## config.mk

```make
export PLATFORM = sky130hd
export DESIGN_NAME = ll_detect_unit
export DESIGN_NICKNAME = d
export VERILOG_FILES = /design/src/rtl/ll_detect_unit.sv
export SDC_FILE = /design/constraint.sdc
export NUM_CORES = 1
export LEC_CHECK = 0
export CAP_MARGIN = 20
export CORE_UTILIZATION = 64
export CTS_BUF_LIST = sky130_fd_sc_hd__clkbuf_4 sky130_fd_sc_hd__clkbuf_8
export DETAILED_ROUTE_END_ITERATION = 12
export MAX_ROUTING_LAYER = met4
export PLACE_DENSITY_LB_ADDON = 0.3
export SYNTH_ARGS = -nofsm -noshare
export SYNTH_HDL_FRONTEND = slang
export SYNTH_SLANG_ARGS = --single-unit
export TNS_END_PERCENT = 20
```

## constraint.sdc

```tcl
create_clock -name clk -period 8 [get_ports clk]
set_clock_uncertainty 0.15 [all_clocks]
set_input_delay 0.8 -clock clk [delete_from_list [all_inputs] [get_ports clk]]
set_output_delay 0.8 -clock clk [all_outputs]
set_load 0.02 [all_outputs]
```

## src/rtl/ll_detect_unit.sv

```systemverilog
// rtl/ll_detect_unit.sv - line-length seizure detector with adaptive baseline
// Onset is debounced over consecutive exceedances; offset needs a run of quiet samples.
module ll_detect_unit #(
  parameter int input_width = 31,
  parameter int ALPHA_SHIFT = 4,
  parameter int THR_SHIFT   = 1,
  parameter int WARMUP      = 16,
  parameter int ONSET_CNT   = 4,
  parameter int HOLD_CNT    = 16
) (
  input  logic                   clk,
  input  logic                   rst,
  input  logic                   en,
  input  logic [input_width:0]   din,
  output logic                   detect,
  output logic                   onset,
  output logic                   offset,
  output logic [input_width:0]   baseline,
  output logic [1:0]             state,
  output logic [15:0]            event_count
);

  localparam int W   = input_width + 1;
  localparam int CW  = W + THR_SHIFT;
  localparam int WCW = $clog2(WARMUP + 1);
  localparam int OCW = $clog2(ONSET_CNT + 1);
  localparam int HCW = $clog2(HOLD_CNT + 1);

  localparam logic [1:0] S_WARMUP = 2'd0;
  localparam logic [1:0] S_IDLE   = 2'd1;
  localparam logic [1:0] S_ARMING = 2'd2;
  localparam logic [1:0] S_DETECT = 2'd3;

  localparam logic [WCW-1:0] WARMUP_L = WCW'(WARMUP);
  localparam logic [OCW-1:0] ONSET_L  = OCW'(ONSET_CNT);
  localparam logic [HCW-1:0] HOLD_L   = HCW'(HOLD_CNT);

  logic [WCW-1:0] warm_cnt, warm_cnt_n;
  logic [OCW-1:0] arm_cnt, arm_cnt_n;
  logic [HCW-1:0] hold_cnt, hold_cnt_n;
  logic [1:0]     state_n;
  logic [W-1:0]   base_n;
  logic [15:0]    event_n;
  logic           onset_n, offset_n;

  // Negative samples carry no energy, so they are clamped to zero.
  logic [W-1:0] x;
  assign x = din[input_width] ? '0 : din;

  logic [CW-1:0] thr, x_wide;
  logic          exceed;
  assign thr    = CW'(baseline) << THR_SHIFT;
  assign x_wide = CW'(x);
  assign exceed = x_wide > thr;

  // One extra bit keeps the difference signed; >>> floors toward -inf.
  logic signed [W:0] diff, step, ema_sum;
  logic [W-1:0]      ema;
  assign diff    = $signed({1'b0, x}) - $signed({1'b0, baseline});
  assign step    = diff >>> ALPHA_SHIFT;
  assign ema_sum = $signed({1'b0, baseline}) + step;
  assign ema     = ema_sum[W-1:0];

  always_comb begin
    state_n    = state;
    base_n     = baseline;
    warm_cnt_n = warm_cnt;
    arm_cnt_n  = arm_cnt;
    hold_cnt_n = hold_cnt;
    event_n    = event_count;
    onset_n    = 1'b0;
    offset_n   = 1'b0;
    if (en) begin
      case (state)
        S_WARMUP: begin
          base_n     = (warm_cnt == '0) ? x : ema;
          warm_cnt_n = warm_cnt + WCW'(1);
          if (warm_cnt_n == WARMUP_L) state_n = S_IDLE;
        end
        S_IDLE, S_ARMING: begin
          if (exceed) begin
            arm_cnt_n = (state == S_IDLE) ? OCW'(1) : arm_cnt + OCW'(1);
            if (arm_cnt_n == ONSET_L) begin
              state_n    = S_DETECT;
              hold_cnt_n = HOLD_L;
              arm_cnt_n  = '0;
              onset_n    = 1'b1;
              if (event_count != 16'hFFFF) event_n = event_count + 16'd1;
            end else begin
              state_n = S_ARMING;
            end
          end else begin
            state_n   = S_IDLE;
            arm_cnt_n = '0;
            base_n    = ema;
          end
        end
        default: begin
          // Baseline stays frozen for the whole event.
          if (exceed) begin
            hold_cnt_n = HOLD_L;
          end else begin
            hold_cnt_n = hold_cnt - HCW'(1);
            if (hold_cnt_n == '0) begin
              state_n  = S_IDLE;
              offset_n = 1'b1;
            end
          end
        end
      endcase
    end
  end

  always_ff @(posedge clk or posedge rst) begin
    if (rst) begin
      state       <= S_WARMUP;
      baseline    <= '0;
      warm_cnt    <= '0;
      arm_cnt     <= '0;
      hold_cnt    <= '0;
      event_count <= '0;
      onset       <= 1'b0;
      offset      <= 1'b0;
      detect      <= 1'b0;
    end else begin
      state       <= state_n;
      baseline    <= base_n;
      warm_cnt    <= warm_cnt_n;
      arm_cnt     <= arm_cnt_n;
      hold_cnt    <= hold_cnt_n;
      event_count <= event_n;
      onset       <= onset_n;
      offset      <= offset_n;
      detect      <= (state_n == S_DETECT);
    end
  end

endmodule
```

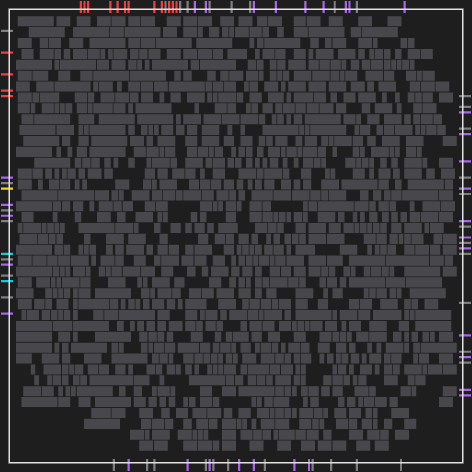
(run_1/io_placement.png)
Scale: 4 px per um. Pins as bars across the die edge, other pins in grey.
| port | colour | pins | direction | edge |
|---|---|---|---|---|
| en | yellow | 1 | input | west |
| state | cyan | 2 | output | west |
| baseline | purple | 32 | output | 11 east, 9 north, 7 south, 5 west |
| event_count | red | 16 | output | 12 north, 4 west |
all pins by edge: 29 north, 22 east, 19 west, 18 south

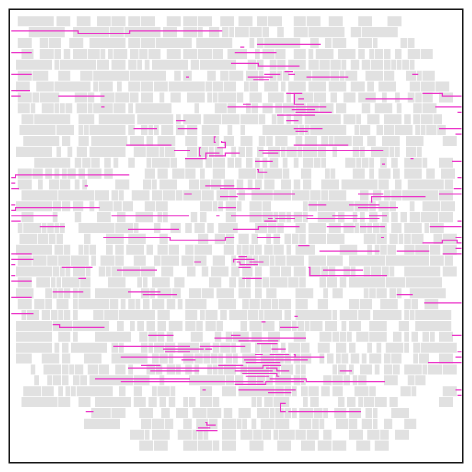
(run_1/layer_met3.png)
Scale: 4 px per um. Cells faint in the background.
nets with wire on the layer: 129
share of all routed wire: 6.8%
longest straight run: 50.6 um
main direction: horizontal
wire length on this layer: 1,350 um
Routed WL: 20,000 um
via count: 7,676
met3 GRT Util: 5.36%

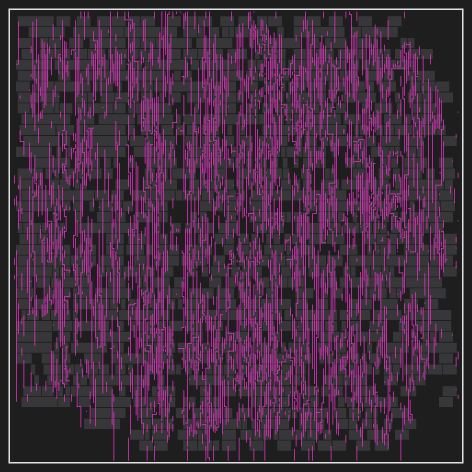
(run_1/layer_met2.png)
Scale: 4 px per um. Cells faint in the background.
nets with wire on the layer: 996
wire length on this layer: 9,390 um
met2 GRT Util: 54.0%

==> results.json, run 1 <==
{
  "fillCellCount": 955,
  "async_flop_share_pct": 100,
  "clkTransAtPathRegs_ns": 0.08,
  "status": "finished clean",
  "clock_latency_ns": 0.39,
  "power.density_nw_per_um2": 495,
  "finalCritPeriodShare_pct": 74.4,
  "yosys_cells": 1009,
  "worstPathArrival_ns": 6.12,
  "r2r_start": "baseline[1]",
  "antenna_found_initial": 0,
  "die_area_um2": 12800,
  "hold_end": "event_count[11]",
  "rsz0062_at_grt": "no",
  "cp_data_required_time_ns": 8.17,
  "p_int_mw": 2.14,
  "cp-end-kind": "flop",
  "drt_first_pass_iters": 5,
  "cts-resized-gates": 0,
  "path_class": "input port to flop",
  "syn2layout_area_growth_pct": 14.2,
  "clock.fmax_mhz": 168,
  "io_buffers": 87,
  "dp_hpwl_um": 15000,
  "area_leaders": "dfrtp_1, ha_1, xnor2_1",
  "log.warning_count": 33,
  "clockRootBuffer": "clkbuf_8",
  "cts_sinks": 66,
  "n_antenna_cell": 0,
  "whs_path_depth": 1,
  "ys_seq_elements": 66,
  "synthCells": 1009,
  "met1_usage_pct": 42.9,
  "period_minus_slack_ns": 5.96,
  "grt_start_max_net_pins": 67,
  "gp_congestion": 0.932
}
==> run 1: cells by family after synthesis <==
logic type               count (synthesis)  synth area share [%]
AND/OR/NAND/NOR                        325                  21.5
AND-OR/OR-AND                          324                  27.2
adder cells (fa/ha/maj)                 89                  14.0
multiplexers                            11                  1.46
buffers and inverters                  114                  5.94
XOR/XNOR                                80                  8.89
flip-flops                              66                  21.0
==> run 1: synthesized netlist by cell type, types with 12 or more instances <==
library cell	number
a21oi_1	82
ha_1	81
nor2_1	81
nand2_1	71
inv_1	70
dfrtp_1	66
o21ai_0	59
xnor2_1	52
a21o_1	41
nor2b_1	31
nand3_1	30
xor2_1	28
clkbuf_1	23
nand2b_1	20
a31oi_1	19
nor3_1	19
a211oi_1	14
buf_2	14
o21a_1	14
nand4_1	12
==> run 1: per-stage QoR <==
step	worst slack (ns)	total power [mW]	cells	cell area, um2	hold WS, ns
6_report	2.04	4.45	1220	9000	0.346
5_1_grt	1.66	4.87	1220	9000	0.360
4_1_cts	2.11	4.42	1220	9000	0.348
3_5_place_dp	1.74	4.06	1204	8780	0.334
3_3_place_gp	1.93	4.00	1204	8780	0.321
2_1_floorplan	1.97	3.28	1009	7880	0.304
==> run 1: critical path, stage by stage <==
cell and delay [ns]:
buf_2 0.53, nand2b_1 0.24, inv_1 0.06, ha_1 0.31, nor2_1 0.06, o31ai_2 0.34, nand4_1 0.17, a31oi_1 0.27
nor2_1 0.12, maj3_2 0.37, a2111oi_2 0.38, a211oi_1 0.11, xnor2_1 0.17, ha_1 0.25, a21oi_1 0.09, o211ai_1 0.17
a21oi_1 0.10, o211ai_1 0.50, nand3_1 0.22, a31o_2 0.29, or4_1 0.46, nand3_1 0.09
==> run 1: area by class of cell <==
cell class	count	area, um2	area share [%]
clock buffers	9	124	1.38
clock inverters	7	100	1.11
inverters	70	263	2.92
multi-input cells	829	5780	64.2
flip-flops and latches	66	1650	18.3
well taps	147	184	2.04
repair buffers	92	903	10.0
==> run 1: flip-flops by register name, indices dropped and copies added (netlist names), 2 cells and up <==
register and cells:
warm_cnt 5, baseline 32, state 2, arm_cnt 3, event_count 16, hold_cnt 5
==> run 1: power groups by stage <==
stage	Combinational (mW)	Clock [mW]	Sequential [mW]
finish	3.45	0.333	0.675
global route	3.83	0.350	0.695
CTS	3.41	0.337	0.671
detailed placement	3.38	0	0.677
global placement	3.32	0	0.672
floorplan	2.61	0	0.669
==> run 1: worst max path at each step <==
| stage | startpoint | endpoint | slack, ns | cells after the start |
|---|---|---|---|---|
| 2_1_floorplan | din[31] | baseline[30] | 1.97 | 24 |
| 3_3_place_gp | din[31] | baseline[31] | 1.93 | 22 |
| 3_5_place_dp | din[31] | baseline[31] | 1.74 | 22 |
| 4_1_cts | din[31] | baseline[31] | 2.11 | 22 |
| 5_1_grt | din[31] | baseline[30] | 1.66 | 23 |
| 6_report | din[31] | baseline[31] | 2.04 | 22 |
==> run 1: layer usage <==
metal / wire (um) / part of all wire [%]
met1: 8890 / 44
met2: 9390 / 47
met3: 1350 / 6.7
met4: 371 / 1.9
met5: 0 / 0
==> run_1/metal_density.png <==
Scale: 3 px per um. 23 x 23 tiles, from dark blue (low) to red (high), scaled to the fullest tile. Values are wire area over tile area, all layers added.
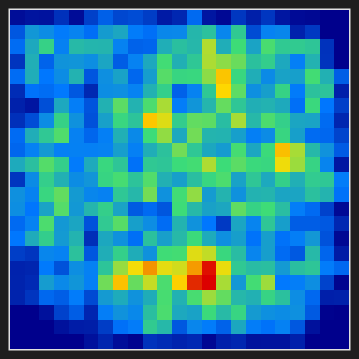

==> run 1 -> run 2 <==
CORE_UTILIZATION = 60   (was 64)
clock period = 5.9 ns   (was 8 ns; I/O delays follow)
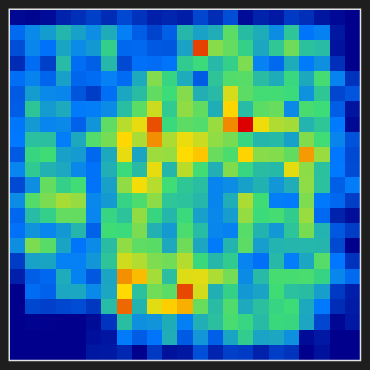
(run_2/metal_density.png)
Scale: 3 px per um. 23 x 23 tiles, from dark blue (low) to red (high), scaled to the fullest tile. Values are wire area over tile area, all layers added.
tiles over half the peak: 25%
nearly empty tiles: 6.2%
emptiest ninth of the die: south-west
fullest tile: 0.69
mean over tiles: 0.25
densest ninth of the die: centre
Tot GR Track Use: 32.2%
WL per Instance: 16.6 um
Routed WL: 20,800 um

==> results.json, run 2 <==
{
  "status": "finished clean",
  "xor_share_pct": 8.89,
  "async_flop_share_pct": 100,
  "cts_sinks": 66,
  "syn2layout_area_growth_pct": 15.4,
  "synth.cellmix.simpleShare_pct": 21.5,
  "clkTransAtPathRegs_ns": 0.07,
  "top_cell": "a21oi_1",
  "r2r_start": "baseline[1]",
  "path_class": "input port to flop",
  "gp_congestion": 0.964,
  "path_cells": "clkdlybuf4s50_1 > nand2b_1 > inv_1 > ha_1 > a21oi_1 > o221ai_1 > a21oi_1 > o21ai_1 > o211ai_1 > o21ai_0 > nand2_1 > a221oi_1 > xor2_1 > ha_1 > nand2_1 > nor2_1 > nand2_1 > or3_1 > a2111oi_4 > o21ai_1 > o21ai_0 > o31ai_1 > o31ai_1",
  "clockRootBuffer": "clkbuf_8",
  "drt_first_pass_iters": 5,
  "hold_slack_ns": 0.337,
  "ys_sh_mux_pct": 1.46,
  "dp_hpwl_um": 15800,
  "endpoint": "baseline[24]",
  "cp_data_required_time_ns": 6.00,
  "largest_reg_flops": 32,
  "timing.critical_path.mode_cell": "nand2_1",
  "regMostFlops": "baseline",
  "io_buffers": 87,
  "grt_start_max_net_pins": 67,
  "rsz0062_at_grt": "no",
  "ys_seq_elements": 66,
  "power.density_nw_per_um2": 671,
  "startpoint": "din[1]",
  "period_minus_slack_ns": 5.44,
  "cp-end-kind": "flop",
  "antenna_found_initial": 0,
  "worst_path_max_delay_cell": "a2111oi_4",
  "totalPowerFinal_mw": 6.11,
  "logic_family": "AND-OR/OR-AND gates",
  "reg_top3": "baseline: 32 flops, event_count: 16 flops",
  "worstPathArrival_ns": 5.54,
  "aoi_share_pct": 27.2,
  "finalNonFillerCells": 1251,
  "die_area_um2": 13600,
  "netlist_top_cells_count": "a21oi_1, ha_1, nor2_1",
  "log.warning_count": 33,
  "n_antenna_cell": 0,
  "dpl.cell_count": 1236,
  "yosys_cells": 1009
}
## run 2: kinds of logic after synthesis
| family | Yosys count |
|---|---|
| xor+xnor | 80 |
| compound gates | 324 |
| mux | 11 |
| buf+inv | 114 |
| simple gates | 325 |
| fa+ha+maj | 89 |
| flops | 66 |
## run 2: layer usage
layer  wire [um]  track usage (%)  up-vias
li1            -                -     3798
met5           0                -        -
met2        9780             52.7      267
met3        1250             4.62       44
met1        9320             41.0     3688
met4         429             10.2        0
## run 2: critical path: cells and delay by family
kind                       cells  cell delay [ns]
AOI/OAI and AO/OA             12             2.70
and+or+nand+nor                6             0.98
adders and majority gates      2             0.67
buffers and inverters          2             0.47
xor gates and xnor gates       1             0.11
## run 2: per-stage QoR
step                instance area [um2]  setup WS [ns]
floorplan                          7880         0.0833
global placement                   8880          0.242
detailed placement                 8880         0.0854
CTS                                9090          0.438
global route                       9100         0.0421
finish                             9100          0.459
## run 2: worst min path at each step
stage,from,slack [ns],end
2_1_floorplan,arm_cnt[1],0.30,arm_cnt[1]
3_3_place_gp,arm_cnt[1],0.32,arm_cnt[1]
3_5_place_dp,event_count[7],0.32,event_count[7]
4_1_cts,event_count[7],0.34,event_count[7]
5_1_grt,event_count[9],0.36,event_count[9]
6_report,event_count[9],0.34,event_count[9]
## run 2: area by class of cell
type,instances,area (um2),area share [%]
clock inverters,5,80.1,0.880
multi-input cells,829,5790,63.6
clock buffers,10,131,1.44
flip-flops and latches,66,1650,18.1
well taps,172,215,2.36
inverters,70,263,2.89
repair buffers,99,968,10.6
## run 2: power breakdown
group	switching, mW	internal (mW)
combinational	2.68	2.08
clock	0.189	0.240
sequential	0.304	0.616
Power and IR drop assume default switching activity.
